--- config.mk ---
export PLATFORM = sky130hd
export DESIGN_NAME = sysid_uptime
export DESIGN_NICKNAME = d
export VERILOG_FILES = /design/src/rtl/sysid_uptime.sv
export SDC_FILE = /design/constraint.sdc
export NUM_CORES = 1
export LEC_CHECK = 0
export ABC_AREA = 0
export CAP_MARGIN = 20
export CORE_UTILIZATION = 43
export CTS_BUF_LIST = sky130_fd_sc_hd__clkbuf_8
export CTS_CLUSTER_SIZE = 28
export DETAILED_ROUTE_END_ITERATION = 6
export PLACE_DENSITY = 0.59
export SYNTH_ARGS = -nofsm -noshare
export SYNTH_HDL_FRONTEND = slang
export SYNTH_SLANG_ARGS = --single-unit
--- constraint.sdc ---
create_clock -name clock -period 9.34 [get_ports clock]
set_clock_uncertainty 0.15 [all_clocks]
set_input_delay 1.868 -clock clock [delete_from_list [all_inputs] [get_ports clock]]
set_output_delay 1.868 -clock clock [all_outputs]
set_load 0.02 [all_outputs]
--- src/rtl/sysid_uptime.sv ---
// sysid_uptime: Avalon-MM system-ID slave with a tear-free 64-bit uptime counter.
// Ports: clock/reset, address[2:0], read, write, writedata[31:0] -> readdata[31:0], readdatavalid.
module sysid_uptime #(
  parameter logic [31:0] SYS_ID    = 32'h0000_0000,
  parameter logic [31:0] TIMESTAMP = 32'h0000_0000,
  parameter int          NUM_CPUS  = 2,
  parameter int          TICK_DIV  = 1
) (
  input  logic        clock,
  input  logic        reset,
  input  logic [2:0]  address,
  input  logic        read,
  input  logic        write,
  input  logic [31:0] writedata,
  output logic [31:0] readdata,
  output logic        readdatavalid
);

  localparam logic [31:0] CONFIG =
    {16'(TICK_DIV), 8'd0, 8'(NUM_CPUS)};
  localparam logic [15:0] PRESC_MAX = 16'(TICK_DIV - 1);

  logic [63:0] uptime;
  logic [15:0] presc;
  logic [31:0] hi_shadow;
  logic [31:0] scratch0;
  logic [31:0] scratch1;
  logic        freeze;

  logic        ctrl_wr;
  logic        clear;
  logic        tick;
  logic [31:0] rd_mux;

  assign ctrl_wr = write && (address == 3'd7);
  assign clear   = ctrl_wr && writedata[1];
  assign tick    = (presc == PRESC_MAX);

  // CLEAR beats a simultaneous tick and ignores FREEZE.
  always_ff @(posedge clock or posedge reset) begin
    if (reset) begin
      uptime <= '0;
      presc  <= '0;
    end else if (clear) begin
      uptime <= '0;
      presc  <= '0;
    end else if (!freeze) begin
      if (tick) begin
        presc  <= '0;
        uptime <= uptime + 64'd1;
      end else begin
        presc <= presc + 16'd1;
      end
    end
  end

  always_ff @(posedge clock or posedge reset) begin
    if (reset) begin
      scratch0 <= '0;
      scratch1 <= '0;
      freeze   <= 1'b0;
    end else if (write) begin
      unique case (address)
        3'd4:    scratch0 <= writedata;
        3'd5:    scratch1 <= writedata;
        3'd7:    freeze   <= writedata[0];
        default: ;
      endcase
    end
  end

  always_comb begin
    rd_mux = '0;
    unique case (address)
      3'd0: rd_mux = SYS_ID;
      3'd1: rd_mux = TIMESTAMP;
      3'd2: rd_mux = uptime[31:0];
      3'd3: rd_mux = hi_shadow;
      3'd4: rd_mux = scratch0;
      3'd5: rd_mux = scratch1;
      3'd6: rd_mux = CONFIG;
      3'd7: rd_mux = {31'd0, freeze};
      default: rd_mux = '0;
    endcase
  end

  // The UP_LO read latches both halves from the same pre-edge
  // uptime value, so a later UP_HI read can never see a split carry.
  always_ff @(posedge clock or posedge reset) begin
    if (reset) begin
      readdata      <= '0;
      readdatavalid <= 1'b0;
      hi_shadow     <= '0;
    end else begin
      readdatavalid <= read;
      if (read) begin
        readdata <= rd_mux;
        if (address == 3'd2)
          hi_shadow <= uptime[63:32];
      end
    end
  end

endmodule

### A small window of the routed layout, run 1

Window x 65 to 90, y 65 to 90 um. Cells in gray, sequential cells in the stronger gray; small squares are vias.
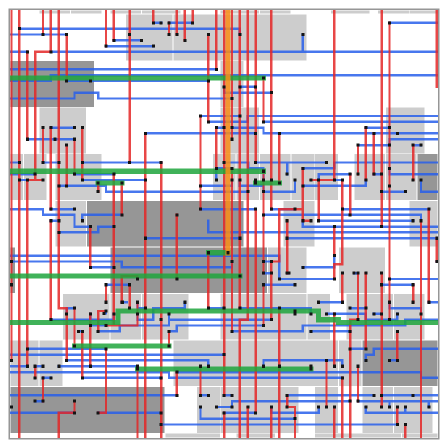
Key: metal 2 = red; metal 1 = blue; metal 4 = orange; metal 3 = green
Sequential cells in the window: 4. Most frequent: nand2_1 (6), nor2_1 (5). 40 logic cells have their middle in the window. Netlist names of flops here include uptime (4).

### Placed cells, one color a class, run 1

Drawn at 2 px/um. Fill, decap, tap and diode cells in gray.
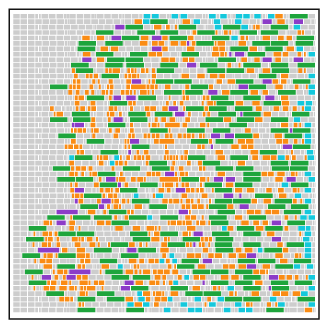
Key: combinational and other logic = orange [cells 630, share of their area 39%]; other buffers and delay cells = cyan [cells 88, share of their area 7.4%]; flops = green [cells 210, share of their area 46%]; clock drivers and dummy loads = purple [cells 67, share of their area 7.3%]

==> impl.org, run 1 <==
* Flow results

** Status
- The run finished with clean final reports.

** Cells and area
- Summing all flip-flop and latch instances after layout gives roughly 5300 sq um.
- Total Nets Final :: 1009
- Clock buffer instance count of the final layout :: 49
- The final report gives the core utilization as 51.9%.
- The final layout report lists a non-clock buffer count of 88.
- Counting only logic cells after layout, the most numerous master is sky130_fd_sc_hd__dfrtp_1.
- Sequential cells placed in the final layout were counted as 210.
- Invs w/o clock :: 49
- Fraction of final layout cells sized beyond drive strength 1 :: 18.8%
- The class occupying the most area after layout is reported as flip-flops and latches.
- Number of multi-input logic gates :: around 580
- Post-layout instance count excluding filler cells :: around 1300
- Sequential fraction of total cell area :: 44.7%
- Proportion of cell area spent on the clock network :: 7.12%

** Route
- Signal nets in the final route climb as high as met4.
- Number of iterations in the first detailed-routing pass :: 4
- For this run, the detailed router reports a per-instance via density of 5.79.
- Detailed route wirelength on metal2 :: approximately 11 mm
- After detailed routing, the total wire length is 25.5 mm.
- The detailed router placed around 7400 vias in this run.
- Drt first-iter violations :: roughly 440
- The routed design shows a wire length per standard cell of around 20 um.

** Synth
- The synth_stat.txt file lists the number of cells as 894.
- The share of synthesized area in the top cell type comes to 52.9%.
- In the synthesis report, Yosys lists the chip area as 9940 sq um.
- The cell count after synthesis came out at 894.
- Cell Area, Synth :: 9940 sq um
- Main logic family :: AND-OR/OR-AND gates
- Of the total synthesized cell area, the portion taken by AND, OR, NAND and NOR gates is between 10% and 20%.
- Mux cell area share :: 11.5%
- Yosys reported that registers with async set or reset make up 100%.
- Sequential-to-total area share from yosys stat :: 52.9%
- The synthesized netlist contains 55 unique library cells.
- Area fraction in full adders, half adders and majority gates :: 0.378%
- Among all flip-flop cells after synthesis, the most frequent one is sky130_fd_sc_hd__dfrtp_1.

** Critical path
- Required time of the worst setup path :: 9.62 ns
- Across all register-to-register paths, the minimum setup slack is 6.26 ns.
- Startpoint of the worst register-to-register path :: presc[0]$_DFFE_PP0P_
- Timing endpoint of the critical path :: uptime[60]$_DFFE_PP0P_

** Placement
- I/O Buffers :: slightly above 70
- Cells after DPL :: 1212
- Summing all placed instances gives a cell area of ~11000 sq um.
- OpenSTA, run right after detailed placement, puts the worst setup slack at 3.98 ns.

** Die
- Core utilization at floorplan :: 43.9%
- Number of cell rows :: 55
- between 70 and 80 I/O pins were placed.
- The die covers 23700 sq um.
- According to the floorplan report, the die width is 154 um.
- Placeable Area :: 22600 sq um

** Global routing
- The total overflow left after global routing is 0.
- Initial antenna violation count :: 0
- The global routing report lists combined usage of all routing layers as between 20 and 25%.
- Entering global routing, the biggest net connects slightly below 100 pins.

** Timing
- Final setup viols :: 0

** Clock network
- TritonCTS built the clock tree.
- Looking at the post-CTS report, the setup buffer insertion count equals 0.

** Pwr
- Total power normalized to cell area comes to 200 nW/um^2.

** Job
- Tally of max-capacitance violations :: 0

** Hold path
- Looking at hold timing, the worst path starts from scratch0[28]$_DFFE_PP0P_.
### Clock wires, drivers and flops, run 1

Drawn at 4 px/um.
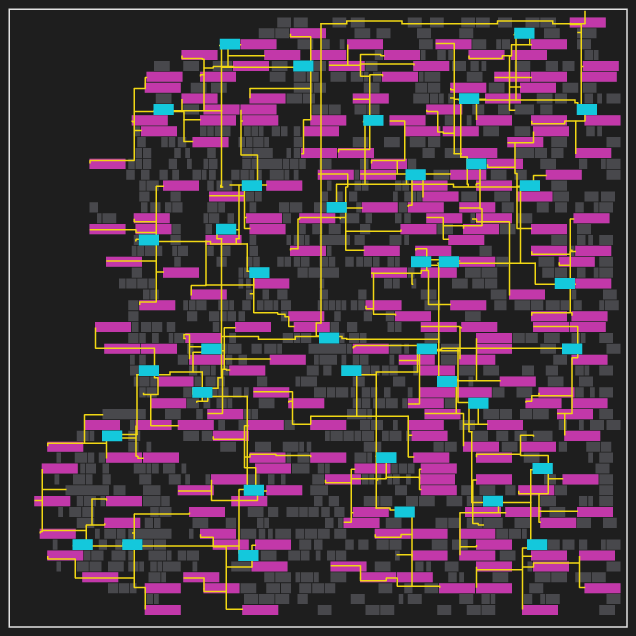
Key: flip-flops = magenta [count 210]; clock wires = yellow [length 2910 um]; clock drivers = cyan [count 37]
Position of the flops: all over the die. There are 38 routed clock nets.

### Clock routing, run 1

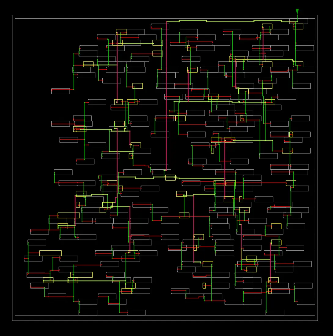
clock tree sinks: 210
later-pin clock latency in the skew report: 0.53 ns
number of buffers inserted during clock tree synthesis: 37

[run 1: report_power, final]
part | total, mW | switching, mW | internal, mW
Clock | 0.940 | 0.384 | 0.556
Combinational | 0.313 | 0.164 | 0.149
Sequential | 1.10 | 0.0885 | 1.01
[run 1: critical path: stages]
cell and delay, ns:
sky130_fd_sc_hd__clkdlybuf4s50_1 0.64, sky130_fd_sc_hd__and4_1 0.33, sky130_fd_sc_hd__and2_2 0.62, sky130_fd_sc_hd__buf_4 0.47
sky130_fd_sc_hd__o21ai_2 0.26, sky130_fd_sc_hd__buf_6 0.24, sky130_fd_sc_hd__or4_1 0.51, sky130_fd_sc_hd__a21oi_1 0.16
[run 1: state kept, by name (all words and copies together) (netlist names)]
name,cells
readdata,32
freeze,1
scratch0,32
scratch1,32
presc,16
hi_shadow,32
readdatavalid,1
uptime,64
### Local utilization, run 1

Drawn at 2 px/um. The die is cut into 15 by 15 equal tiles; black is low, pale yellow is high, 0 to 100% covered.
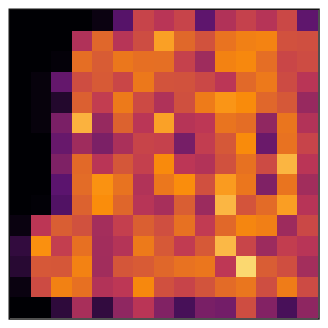

## Run 2: what changed since run 1
clock period = 4.7 ns   (was 9.34 ns; I/O delays follow)
### Local utilization, run 2

Drawn at 2 px/um. The die is cut into 15 by 15 equal tiles; black is low, pale yellow is high, 0 to 100% covered.
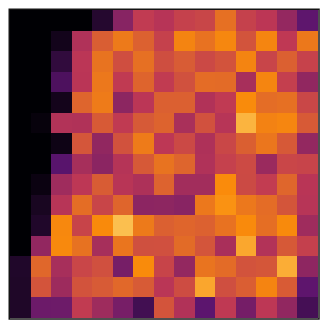
The emptiest ninth of the die: top left. 2.7% of the tiles are over 75% full. The fullest tile reaches 86%. 9.8% of the tiles are nearly empty.

==> impl.org, run 2 <==
* Flow results

** Pwr
- In this run, the clock network consumes between 30 and 40% of the power.
- The script computed the net switching share of total power as 28.2%.
- Combinational logic power :: 0.631 mW
- Share of power burned in combinational logic :: 14.2%
- The share of total power dissipated in sequential elements is between 40% and 50%.
- Clock network power consumption :: 1.63 mW
- NetSw :: 1.26 mW
- Internal Power :: between 3 and 4 mW
- Power Density :: roughly 380 nW/um^2
- Power attributed to sequential cells :: 2.19 mW
- Looking at the group totals, the largest power group turns out to be sequential cells.
- VDD sags by at most 0.000170 V.

** Clock network
- Looking at the worst setup and hold paths, the clock pins of their registers show a slew of 0.06 ns.
- Later-pin clock latency in the skew report :: around 0.54 ns
- According to the CTS report, the clock sink count is 210.
- # Post-CTS Setup Buffers :: 0
- Clock tree from TritonCTS :: yes
- The number of clock buffers added by TritonCTS is 38.

** Global routing
- Entering global routing, the biggest net connects 92 pins.
- Global routing put the most usage on met2.
- The number of global-route vias before repair is 7159.
- The number of antenna violations at the first check in global routing came to 0.
- Global routing consumed, over all layers together, 22.0% of the routing resources.
- Global routing finished with a remaining overflow of 0.

** Job
- The number of warnings reported in the stage logs is 27.
- The report counts max-capacitance violations totalling 0.

** Die
- Row generation in the floorplan step produced 55 rows.
- Core utilization at floorplan :: 43.9%
- According to the I/O placement log, the pin count is 72.
- The total area inside the core boundary comes to 22600 sq um.
- Width of the chip :: 154 um
- The die covers 23700 sq um.

** Route
- The final layout contains routed wiring with a total length of 25.2 mm.
- In the routed layout, each cell is associated on average with a via count of 5.86.
- Vias :: 7507
- After detailed routing, the met2 layer carries 11.2 mm of wire.
- Highest metal layer with signal wires :: met4
- DRC :: 0
- Wirelength per Cell :: 19.7 um
- According to the report, the first pass of detailed routing completed in 5 iterations.
- Detailed-route iteration 0 reported a violation count of between 400 and 500.

** Cells and area
- Fraction of final layout cells sized beyond drive strength 1 :: 18.7%
- Total Nets Final :: 1015
- The register with the most flip-flops in the layout has between 60 and 70 of them.
- At the end of the flow the core is filled with cells to 51.7%.
- The filler cells instantiated in the layout total 1985.
- Counting flops per register, the top entry is uptime.
- Most common library cell in the layout ignoring fill and taps :: sky130_fd_sc_hd__dfrtp_1
- The final report lists a non-filler cell total of 1282.

** Synth
- Flip-flop and latch count after synthesis :: ~210
- Count of mapped cells out of synthesis :: 894
- Cell Area, Synth :: 9940 sq um
- Fraction of synthesis flops using an asynchronous set or reset pin :: 100%
- Yosys reports that the leading cell type by area covers 52.9% of the netlist area.
- Yosys stat counts 894 cells in the synthesized netlist.
- The area recorded from the Yosys report for this design is 9940 sq um.
- Sequential-to-total area share from yosys stat :: a little over half
- Cell type with the largest total area after synthesis :: sky130_fd_sc_hd__dfrtp_1
- Post-synth the commonest register cell is sky130_fd_sc_hd__dfrtp_1.
- Number of distinct standard cells referenced by the synthesized netlist :: roughly 55
- The post-synth count of flops with an enable pin is 0.

** Placement
- Cells after DPL :: between 1000 and 1500
- Per the detailed placement report, the placed cell area equals 11000 sq um.
- The placement report lists the number of port buffers as 71.
- Before CTS, the worst setup slack after placement is 1.05 ns.
- Per the gpl log, the routability congestion estimate is 0.834.

** Hold path
- Hold path start :: scratch0[29]$_DFFE_PP0P_
- Worst hold path type :: flip-flop to flip-flop

** Timing
- Setup repair after global routing left no endpoint under its margin.
- Final Cycle Share :: 66.2%
- Final setup viols :: 0
- Slew @ Worst Pin :: about 1.0 ns

** Critical path
- Biggest cell delay along the critical path :: ~0.63 ns
- Internal reg-to-reg setup slack :: between 1.5 and 2 ns
- Startpoint of the worst register-to-register path :: presc[0]$_DFFE_PP0P_
- For the worst setup path, the data required time is 5.01 ns.
- Per the post-run analysis, buffers plus inverters along the critical path come to 2.
- Element type at the critical path end :: flip-flop
- For reference, the critical path cell chain is clkdlybuf4s50_1 -> and4_1 -> and2_2 -> buf_4 -> o211ai_1 -> or4_1 -> a21oi_1.
- Slowest stage cell, crit path :: sky130_fd_sc_hd__clkdlybuf4s50_1
- Timing endpoint of the critical path :: uptime[42]$_DFFE_PP0P_
- All stages included, the depth of the critical timing path comes to 7.
- Worst path top cell family by delay :: simple AND/OR/NAND/NOR gates

** Status
- Status :: completed
## run 2: logic make-up after synthesis
kind of cell | synth area share, %
and+or+nand+nor | 14.3
DFF | 52.9
AOI/OAI and AO/OA | 14.4
buffers and inverters | 4.17
muxes | 11.5
xor gates and xnor gates | 2.47
adders and majority gates | 0.378
## run 2: final cells by class
type / count / area, sq um / share of cell area, %
Clock buffer: 46 / 633 / 5.41
Clock inverter: 18 / 83.8 / 0.717
Inverter: 49 / 188 / 1.60
Multi-Input combinational cell: 581 / 4280 / 36.6
Sequential cell: 210 / 5260 / 44.9
Tap cell: 285 / 357 / 3.05
Timing Repair Buffer: 93 / 901 / 7.70
### Clock wires, drivers and flops, run 2

Drawn at 4 px/um.
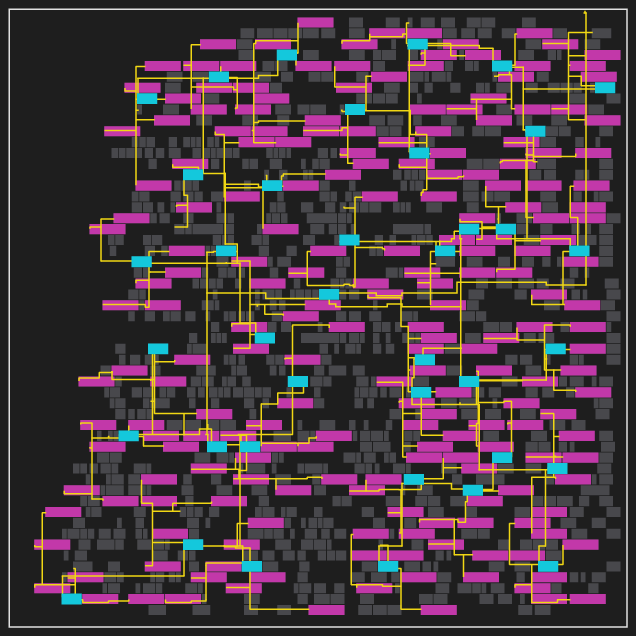

## Run 3: what changed since run 2
clock period = 2.9 ns   (was 4.7 ns; I/O delays follow)
### Clock wires, drivers and flops, run 3

Drawn at 4 px/um.
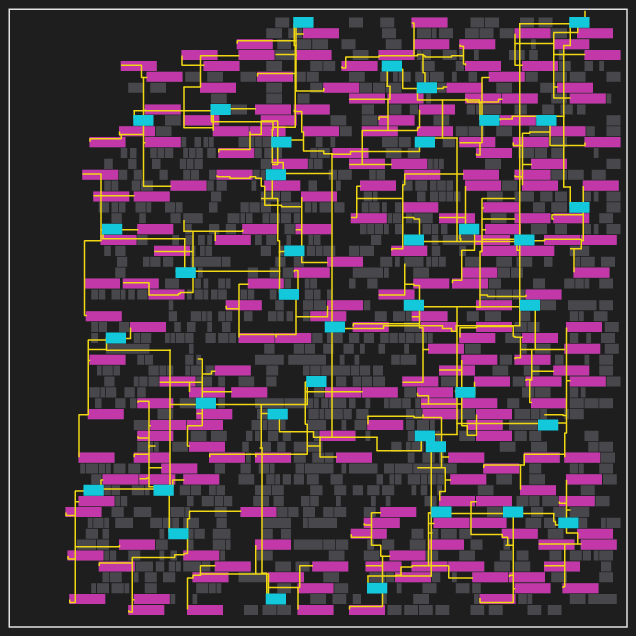
Key: clock drivers = cyan [count 38]; flip-flops = magenta [count 210]; clock wires = yellow [length 3000 um]
There are 39 routed clock nets. Position of the flops: all over the die.

==> impl.org, run 3 <==
* Flow results

** Route
- Summing over every cut layer, the via total after detailed routing is 7672.
- Wirelength per Cell :: between 15 and 20 um
- Summed over all layers, the routed wires come to 26.0 mm.
- DRC :: 0
- In the detailed route, the total length drawn on met2 is between 10 and 15 mm.
- Via density per instance :: 5.84
- Highest metal layer with signal wires :: met4

** Pwr
- Largest Pwr Group :: sequential cells
- The clock network power reported by the tool is 2.98 mW.
- Sw frac :: between 20% and 30%
- Share of total power in sequential cells :: 46.6%
- IR drop worst, VDD :: 0.000267 V
- Combinational logic is responsible for 14.3% of the overall power.

** Cells and area
- Post-layout instance count excluding filler cells :: 1314
- Most common library cell in the layout ignoring fill and taps :: sky130_fd_sc_hd__dfrtp_1
- The layout has about 51 clock buffers.
- Total Nets Final :: 1046
- The register with the most flip-flops in the layout has 64 of them.
- Among all cell classes, the greatest summed area belongs to flip-flops and latches.
- In the final layout, non-clock buffers account for 10.4% of the cell area.
- Measured on the final layout, the clock distribution area share stands at 6.73%.
- Buffer count excluding the clock tree in the final layout :: 124
- Of the cells placed in the final design, the portion with a size suffix greater than 1 is 22.0%.
- Summing all flip-flop and latch instances after layout gives ~5300 sq um.
- In the final layout, multi-input gates take up a little over a third of the cell area.
- In the final layout, the multi-input gates occupy approximately 4300 sq um.
- Counting the fill cells in the layout gives ~2000.
- Invs w/o clock :: 49
- Number of flip-flops and latches :: between 200 and 250

** Placement
- Routability cong. :: roughly 0.82
- Input and output buffers added on the ports amount to 71.
- Post-place setup slack :: 0.0701 ns
- After detailed placement, the total cell area comes to 11300 sq um.

** Timing
- The worst path uses between 80% and 90% of the clock period.
- For the pin with the worst max-slew slack, the measured transition is between 0.5 and 0.6 ns.
- Final setup viols :: 0
- Setup repair after global routing left no endpoint under its margin.

** Clock network
- As reported, the later end of the worst-skew pair has a clock insertion delay of 0.53 ns.
- Clock tree sinks :: 210
- For reference, the clock transition at the flip-flops on the worst setup and hold paths is 0.06 ns.
- Buffers added to address setup during post-CTS repair amount to 0.
- The number of clock buffers added by TritonCTS is 38.

** Critical path
- The launch point of the worst register-to-register path is recorded as presc[0]$_DFFE_PP0P_.
- Worst path top cell family by delay :: simple AND/OR/NAND/NOR gates
- Element type at the critical path end :: flip-flop
- The slowest stage of the critical path belongs to the cell sky130_fd_sc_hd__or4_1.
- Required time of the worst setup path :: 3.19 ns
- Crit path buffers/inverters :: 2

** Synth
- Area figure in the yosys stat output :: 9940 sq um
- For this run, the leading register cell type out of synthesis is sky130_fd_sc_hd__dfrtp_1.
- Top-area cell share :: around 53%
- Of all flip-flops after synthesis, the portion carrying an async set or reset was 100%.
- Flip-flop and latch count after synthesis :: approximately 210
- After synthesis, the design contains 894 cells according to Yosys.
- Area fraction in full adders, half adders and majority gates :: less than 1%
- Area fraction in compound gates :: 14.4%
- Mux cell area share :: 11.5%
- Main logic family :: AND-OR/OR-AND gates
- Count of mapped cells out of synthesis :: 894
- Area fraction in and, or, nand and nor cells :: 14.3%
- Cell Area, Synth :: around 10000 sq um

** Job
- The run reported a max-capacitance violation count of 0.

** Die
- According to the I/O placement log, the pin count is 72.
- Before placement the cells fill 43.9% of the core.

** Global routing
- Entering global routing, the biggest net connects 70 pins.
- Global routing usage summed across all routing layers :: 22.7%
- After global routing the overflow that remains totals 0.
- GR peak layer :: met2

** Hold path
- Worst hold path type :: input port to async pin

** Status
- Status :: completed
[run 3: cell counts after synthesis]
Identical to the previous run, type by type.
[run 3: worst paths after layout]
kind / to / slack [ns] / cells past startpoint
setup / recovery: uptime[63]$_DFFE_PP0P_ / 0.29 / 8
max in group asynchronous: uptime[32]$_DFFE_PP0P_ / 1.54 / 3
min in group clock: scratch0[29]$_DFFE_PP0P_ / 0.34 / 1
hold reg to reg: scratch0[29]$_DFFE_PP0P_ / 0.34 / 1
setup reg to reg: uptime[63]$_DFFE_PP0P_ / 0.29 / 8
hold / removal: scratch0[8]$_DFFE_PP0P_ / 0.31 / 2
[run 3: stage by stage]
stage | util, % | setup TNS (ns)
floorplan | - | -117.22
global placement | 50.1 | 0
detailed placement | 50.1 | 0
CTS | 53.7 | 0
global route | 53.7 | 0
finish | 53.7 | 0
Power and IR drop assume default switching activity.
